$ cat config.mk
export PLATFORM = sky130hd
export DESIGN_NAME = pipeline_stall_controller
export DESIGN_NICKNAME = d
export VERILOG_FILES = /design/src/rtl/pipeline_stall_controller_pkg.sv /design/src/rtl/pipe_action_decode.sv /design/src/rtl/pipeline_stall_controller.sv
export SDC_FILE = /design/constraint.sdc
export NUM_CORES = 1
export LEC_CHECK = 0
export CAP_MARGIN = 20
export CORE_AREA = 2 2 85 87
export CTS_CLUSTER_DIAMETER = 40
export DETAILED_ROUTE_END_ITERATION = 12
export DIE_AREA = 0 0 87 89
export PLACE_DENSITY = 0.78
export SYNTH_ARGS = -nofsm -noshare
export SYNTH_HDL_FRONTEND = slang
export SYNTH_SLANG_ARGS = --single-unit
$ cat constraint.sdc
create_clock -name clk -period 3.6 [get_ports clk]
set_input_delay 0.72 -clock clk [delete_from_list [all_inputs] [get_ports clk]]
set_output_delay 0.72 -clock clk [all_outputs]
set_load 0.005 [all_outputs]
$ cat src/rtl/pipeline_stall_controller_pkg.sv
// rtl/pipeline_stall_controller_pkg.sv - run-state and action encodings shared with the debug unit
package pipeline_stall_controller_pkg;

   typedef enum logic [1:0] {
      ST_IDLE = 2'd0,
      ST_RUN  = 2'd1,
      ST_STEP = 2'd2,
      ST_DONE = 2'd3
   } state_t;

   typedef enum logic [1:0] {
      ACT_FREEZE = 2'd0,
      ACT_FLUSH  = 2'd1,
      ACT_BUBBLE = 2'd2,
      ACT_ADV    = 2'd3
   } action_t;

   typedef struct packed {
      logic pc_we;
      logic ifid_we;
      logic ifid_flush;
      logic idex_flush;
      logic exmem_we;
      logic memwb_we;
   } ctrl_t;

   // Flushing IF/ID always writes it too, so ifid_flush never appears without ifid_we.
   function automatic ctrl_t action_ctrl(input action_t act);
      ctrl_t c;
      c = '0;
      case (act)
         ACT_FLUSH:  c = '{pc_we: 1'b1, ifid_we: 1'b1, ifid_flush: 1'b1, idex_flush: 1'b1,
                           exmem_we: 1'b1, memwb_we: 1'b1};
         ACT_BUBBLE: c = '{pc_we: 1'b0, ifid_we: 1'b0, ifid_flush: 1'b0, idex_flush: 1'b1,
                           exmem_we: 1'b1, memwb_we: 1'b1};
         ACT_ADV:    c = '{pc_we: 1'b1, ifid_we: 1'b1, ifid_flush: 1'b0, idex_flush: 1'b0,
                           exmem_we: 1'b1, memwb_we: 1'b1};
         default:    c = '0;
      endcase
      return c;
   endfunction

endpackage

$ cat src/rtl/pipe_action_decode.sv
// rtl/pipe_action_decode.sv - per-cycle action select (mem_busy > br_taken > hz_stall > advance)
module pipe_action_decode
   import pipeline_stall_controller_pkg::*;
(
   input  logic    i_active,
   input  logic    i_mem_busy,
   input  logic    i_br_taken,
   input  logic    i_hz_stall,
   output action_t o_act,
   output ctrl_t   o_ctrl
);

   action_t w_act;

   always_comb begin
      w_act = ACT_FREEZE;
      if (i_active && !i_mem_busy) begin
         if (i_br_taken)
            w_act = ACT_FLUSH;
         else if (i_hz_stall)
            w_act = ACT_BUBBLE;
         else
            w_act = ACT_ADV;
      end
   end

   assign o_act  = w_act;
   assign o_ctrl = action_ctrl(w_act);

endmodule

$ cat src/rtl/pipeline_stall_controller.sv
// rtl/pipeline_stall_controller.sv - run-state FSM, stage enables/flushes and cycle/stall counters
module pipeline_stall_controller
   import pipeline_stall_controller_pkg::*;
#(
   parameter int CNT_W = 32
) (
   input  logic             clk,
   input  logic             rst_n,
   input  logic             hz_stall,
   input  logic             br_taken,
   input  logic             mem_busy,
   input  logic             halt_wb,
   input  logic             dbg_run,
   input  logic             dbg_step,
   input  logic             dbg_halt,
   output logic             pc_we,
   output logic             ifid_we,
   output logic             ifid_flush,
   output logic             idex_flush,
   output logic             exmem_we,
   output logic             memwb_we,
   output logic             running,
   output logic             done,
   output logic [CNT_W-1:0] cycle_cnt,
   output logic [CNT_W-1:0] stall_cnt
);

   state_t           r_state;
   state_t           w_next;
   action_t          w_act;
   ctrl_t            w_ctrl;
   logic             w_active;
   logic             w_adv;
   logic [CNT_W-1:0] r_cycle_cnt;
   logic [CNT_W-1:0] r_stall_cnt;

   assign w_active = (r_state == ST_RUN) || (r_state == ST_STEP);

   pipe_action_decode u_decode (
      .i_active   (w_active),
      .i_mem_busy (mem_busy),
      .i_br_taken (br_taken),
      .i_hz_stall (hz_stall),
      .o_act      (w_act),
      .o_ctrl     (w_ctrl)
   );

   assign w_adv = w_ctrl.exmem_we;

   always_ff @(posedge clk) begin
      if (!rst_n)
         r_state <= ST_IDLE;
      else
         r_state <= w_next;
   end

   // dbg_halt in RUN only affects the next state; this cycle's action still happens.
   always_comb begin
      w_next = r_state;
      case (r_state)
         ST_IDLE: begin
            if (dbg_halt)
               w_next = ST_IDLE;
            else if (dbg_step)
               w_next = ST_STEP;
            else if (dbg_run)
               w_next = ST_RUN;
         end
         ST_RUN: begin
            if (halt_wb && w_adv)
               w_next = ST_DONE;
            else if (dbg_halt)
               w_next = ST_IDLE;
         end
         ST_STEP: begin
            if (w_adv)
               w_next = halt_wb ? ST_DONE : ST_IDLE;
         end
         default: w_next = ST_DONE;
      endcase
   end

   always_ff @(posedge clk) begin
      if (!rst_n) begin
         r_cycle_cnt <= '0;
         r_stall_cnt <= '0;
      end else begin
         if (w_adv)
            r_cycle_cnt <= r_cycle_cnt + 1'b1;
         if (w_act == ACT_BUBBLE)
            r_stall_cnt <= r_stall_cnt + 1'b1;
      end
   end

   assign pc_we      = w_ctrl.pc_we;
   assign ifid_we    = w_ctrl.ifid_we;
   assign ifid_flush = w_ctrl.ifid_flush;
   assign idex_flush = w_ctrl.idex_flush;
   assign exmem_we   = w_ctrl.exmem_we;
   assign memwb_we   = w_ctrl.memwb_we;
   assign running    = w_active;
   assign done       = (r_state == ST_DONE);
   assign cycle_cnt  = r_cycle_cnt;
   assign stall_cnt  = r_stall_cnt;

endmodule

==> metrics.cfg, run 1 <==
[synthesis]
synth_top_cell_by_area = dfxtp_1
synth_cell_types = 37
synth_flops = 66
synth_stat.cells = 396
area_leaders = dfxtp_1 (40%), a21oi_1 (6.0%), or4_1 (5.6%)
ys.flop_type = dfxtp_1
syn-num-nets = 414
yosys_warnings = 0
syn_inst = 396
yosysChipArea_um2 = 3340
edf_count = 0

[floorplan]
coreArea_um2 = 6720
rows = 30
taps = 80
die_area_um2 = 7740
die_h_um = 89
pin_count = 81

[sta]
period_needed_ps = 3210
tns_ps = 0
holdWs_ps = 494
maxSlewHeadroom_pct = 58.7
worst_pin_slew_ps = 617
fin_ws_ps = 388
fmax_mhz = 311
clock_skew_ps = 10.7
slew_violations = 0
rsz0062_at_grt = no
hold_viol_final = 0

[layout]
nMultiInputCombCells = 290
clock_buffers = 13
comb_area_share_pct = 42.2
lay_top_cells = clkdlybuf4s50_1 (80), dfxtp_1 (66), a21oi_1 (40), or4_1 (25), nor2_1 (25)
nNonClkBuffers = 86
buf_share_pct = 19.3
numSequentialCells = 66
layout.core_utilization_pct = 65.2
fin_area_um2 = 4380
diodes = 0
seq_area_share_pct = 30.2
num-nonclk-inverters = 16
regArea_um2 = 1320
drive_gt1_share_pct = 5.29
final_cells = 553
layout_top_cell = clkdlybuf4s50_1
n_fill_cell = 581
area_delta_synth_final_pct = 31.2

[routing]
drc = 0
drtIter0Drc = 115
avgViaCountPerCell = 5.83
route.antenna.remaining_nets = 0

[clocking]
numCtsBuffers = 9
ctsHoldBuffers = 0
cts_resized = 0
insertion_delay_ps = 340
cts_tree = done
cts_root_buf = clkbuf_8
clkTransAtPathRegs_ps = 70

[global_route]
overflow = 0
grt_pass1_vias = 2852
antenna_found_initial = 0
grt_pass1_wl_um = 13000

[power]
fin_total_pwr_mw = 1.74
power.leakage_nw = 1.49
powerDensity_nw_per_um2 = 396

[status]
outcome = completed

[placed_design]
place_ws_ps = 156
dpl_cell_area_um2 = 4180
io_buffers = 80
gp_congestion = 0.859

[setup_path]
crit_type = primary input to primary output
crit_arrival_ps = 2490
critPathCaptureType = primary output

[job]
cap_violations = 0

[min_path]
hp-class = register to register

## run 1: power by group
part	total [mW]	leakage, nW	internal (mW)	switching (mW)
registers	0.771	0.532	0.749	0.0227
clock network	0.643	0.106	0.372	0.271
logic	0.321	0.849	0.181	0.140
total	1.74	1.49	1.30	0.433
## run 1: layer usage
layer  global-route usage [%]  wire length, um
met5                        0                0
met3                     6.37              458
met1                     26.7             3670
met4                     7.24              111
met2                     34.1             3820
## run 1: synth_stat cells (all sizes together), types with 2 or more instances
cell / n
dfxtp: 66
o221a: 2
and4: 7
clkbuf: 17
and3: 5
or4: 25
o31ai: 21
nand2: 23
or3: 17
o21ai: 17
buf: 7
nor4: 6
a21oi: 40
nor3: 7
nand2b: 7
xor2: 9
mux2i: 5
and2: 5
ha: 9
inv: 15
nand4: 21
nor2: 25
nand3: 19
xnor2: 12
## run 1: kinds of logic after synthesis
family / share of synthesized area [%]
AND-OR/OR-AND: 14.9
XOR/XNOR: 5.51
adder cells (fa/ha/maj): 3.37
buffers and inverters: 5.06
flip-flops: 39.6
multiplexers: 1.50
AND/OR/NAND/NOR: 30.1
## run 1: registers in the layout (all words and copies together) (netlist names)
register and count:
stall_cnt 32, r_state 2, cycle_cnt 32
## run 1: worst paths after layout
path,from,end,slack [ps],depth (start not counted)
max reg2reg,r_state[1],cycle_cnt[24],570,9
max,mem_busy,exmem_we,390,7
min reg2reg,stall_cnt[24],stall_cnt[24],490,2
min,stall_cnt[24],stall_cnt[24],490,2
## run 1: worst max-delay path: stages
cell and delay (ps):
clkdlybuf4s50_1 400, nand2b_1 150, a21o_1 190, ha_1 240, buf_4 160, inv_1 110, clkdlybuf4s50_1 520
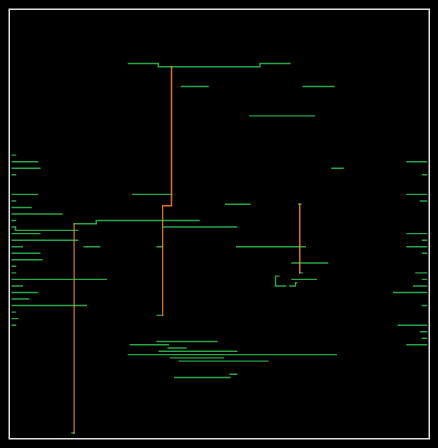
Figure 1: run 1, signal wires by layer.
Only two layers are drawn.
[green] metal 3 | wire length: 459 um
[orange] metal 4 | wire length: 111 um
DR vias: 3223
Tot GR Track Use: 21.0%
Routed WL: 8060 um

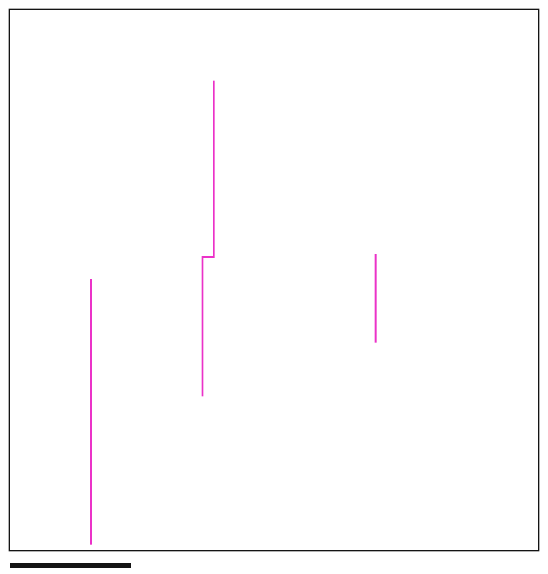
Figure 2: run 1, metal 4.
Scale bar: 20 um.
wire length on this layer: 111 um
main direction: vertical
longest straight run: 43.5 um
nets with wire on the layer: 3

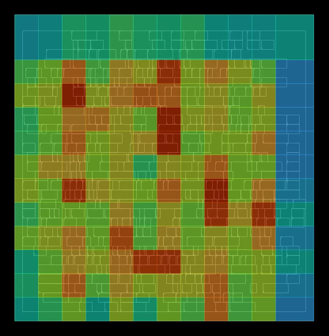
Figure 3: run 1, track usage over the die.
met1 Track Usage GR: 26.7%
wire length per cell: 14.6 um
grt met3 use: 6.37%
met2 GRT Util: 34.1%
grt peak-use layer: met2

Figure 4. Sequential cells colored by netlist name (run 1).
Scale bar: 20 um. Other sequential cells in the stronger gray, the rest of the logic in the fainter gray.
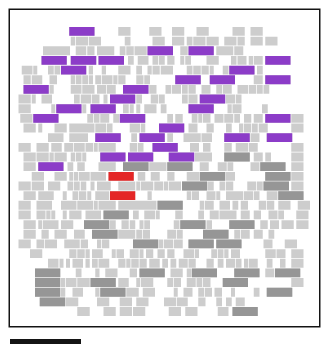

## Run 2: what changed since run 1
--- a/config.mk
+++ b/config.mk
@@ -6,11 +6,11 @@
 export NUM_CORES = 1
 export LEC_CHECK = 0
 export CAP_MARGIN = 20
-export CORE_AREA = 2 2 85 87
+export CORE_AREA = 4 4 87 89
 export CTS_CLUSTER_DIAMETER = 40
 export DETAILED_ROUTE_END_ITERATION = 12
-export DIE_AREA = 0 0 87 89
-export PLACE_DENSITY = 0.78
+export DIE_AREA = 0 0 91 93
+export PLACE_DENSITY = 0.79
 export SYNTH_ARGS = -nofsm -noshare
 export SYNTH_HDL_FRONTEND = slang
 export SYNTH_SLANG_ARGS = --single-unit
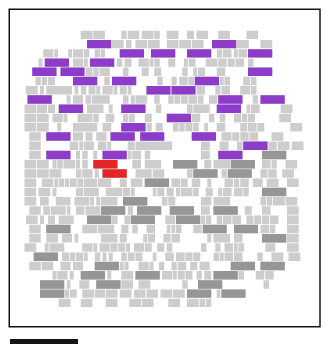
Figure 5: run 2, sequential cells colored by netlist name.
Scale bar: 20 um. Other sequential cells in the stronger gray, the rest of the logic in the fainter gray.
[red] r_state | placed flops: 2
[purple] cycle_cnt | placed flops: 32
Seq area share: 30.2%
final core utilization: 64.8%
FF+latch area: 1320 um^2
Seq. pwr: 0.773 mW

==> metrics.cfg, run 2 <==
[routing]
drc = 0  ; unchanged
drt-total-wl_um = 8470  ; +5.1%
wire_per_inst_um = 15.3  ; +4.9%
via_count = 3243  ; +0.62%
route.antenna.remaining_nets = 0  ; unchanged
drtIter0Drc = 187  ; +63%

[layout]
drive_gt1_share_pct = 5.06  ; -0.22 points
n_fill_cell = 588  ; +1.2%
final_cells = 554  ; +0.18%
lay_top_cells = clkdlybuf4s50_1 (80), dfxtp_1 (66), a21oi_1 (40), or4_1 (25), nor2_1 (25)

[setup_path]
r2r-end = cycle_cnt[29]
critPathCaptureType = primary output

[synthesis]
common_cells = dfxtp_1 (66), a21oi_1 (40), nor2_1 (25), or4_1 (25), nand2_1 (23)
synth_flops = 66  ; unchanged
synth_top_cell_by_area = dfxtp_1
area_leaders = dfxtp_1 (40%), a21oi_1 (6.0%), or4_1 (5.6%)
yosysChipArea_um2 = 3340  ; unchanged
syn-num-nets = 414  ; unchanged
synth_stat.cells = 396  ; unchanged
ys.flop_type = dfxtp_1

[min_path]
min_path_cells = 2  ; unchanged
hold_end = stall_cnt[20]
hp-class = register to register

[global_route]
grt_pass1_wl_um = 14200  ; +9.4%
grt_pass1_vias = 3061  ; +7.3%

[floorplan]
die_h_um = 93  ; +4.5%

[sta]
maxSlewHeadroom_pct = 57.6  ; -1.1 points
fmax_mhz = 313  ; +0.39%
worst_pin_slew_ps = 630  ; +12.6 ps
rsz0062_at_grt = no
clock_skew_ps = 11.5  ; +0.799 ps
fin_ws_ps = 401  ; +12.6 ps
tns_ps = 0  ; unchanged

[status]
outcome = completed

[placed_design]
dpl_cell_area_um2 = 4180  ; unchanged
place_ws_ps = 144  ; -12.2 ps

[clocking]
ctsHoldBuffers = 0  ; unchanged

[power]
powerClk_mw = 0.628  ; -2%
p_comb_share_pct = 19.0  ; +0.5 points
p_comb_mw = 0.329  ; +2%

[job]
cap_violations = 0  ; unchanged

## run 2: cell type report
| type | instances | area, um^2 | area share (%) |
|---|---|---|---|
| multi-input combinational | 290 | 1850 | 42.3 |
| sequential | 66 | 1320 | 30.2 |
| timing repair buffer | 86 | 846 | 19.3 |
| clock buffer | 14 | 163 | 3.72 |
| tap | 80 | 100 | 2.29 |
| inverter | 16 | 60.1 | 1.37 |
| clock inverter | 2 | 35.0 | 0.801 |
## run 2: worst max-delay path, cell delays in order
cell and delay [ps]:
clkdlybuf4s50_1 390, nand2b_1 150, a21o_1 190, ha_1 230, buf_4 170, inv_1 120
clkdlybuf4s50_1 520
## run 2: logic make-up after synthesis
| kind of cell | count (synthesis) | share of synthesized area (%) |
|---|---|---|
| and+or+nand+nor | 171 | 30.1 |
| AOI/OAI and AO/OA | 84 | 14.9 |
| DFF | 66 | 39.6 |
| buffers and inverters | 40 | 5.06 |
| xor gates and xnor gates | 21 | 5.51 |
| adders and majority gates | 9 | 3.37 |
| muxes | 5 | 1.50 |
## run 2: layer usage
| layer | vias to the layer above | routed length, um | track usage [%] |
|---|---|---|---|
| li1 | 1610 | - | - |
| met1 | 1532 | 3880 | 26.1 |
| met2 | 91 | 4050 | 32.1 |
| met3 | 10 | 430 | 4.34 |
| met4 | 0 | 120 | 7.41 |
| met5 | - | 0 | 0 |
## run 2: worst max path at each step
stage             start             to  slack [ps]  depth (start not counted)
2_1_floorplan  mem_busy  cycle_cnt[24]         770                          9
3_3_place_gp   mem_busy  cycle_cnt[27]         230                          9
3_5_place_dp   mem_busy  cycle_cnt[29]         140                          9
4_1_cts        mem_busy       memwb_we         400                          7
5_1_grt        mem_busy  cycle_cnt[29]         300                          9
6_report       mem_busy       memwb_we         400                          7
No activity file was given, so power comes from the tool's default toggle rates.
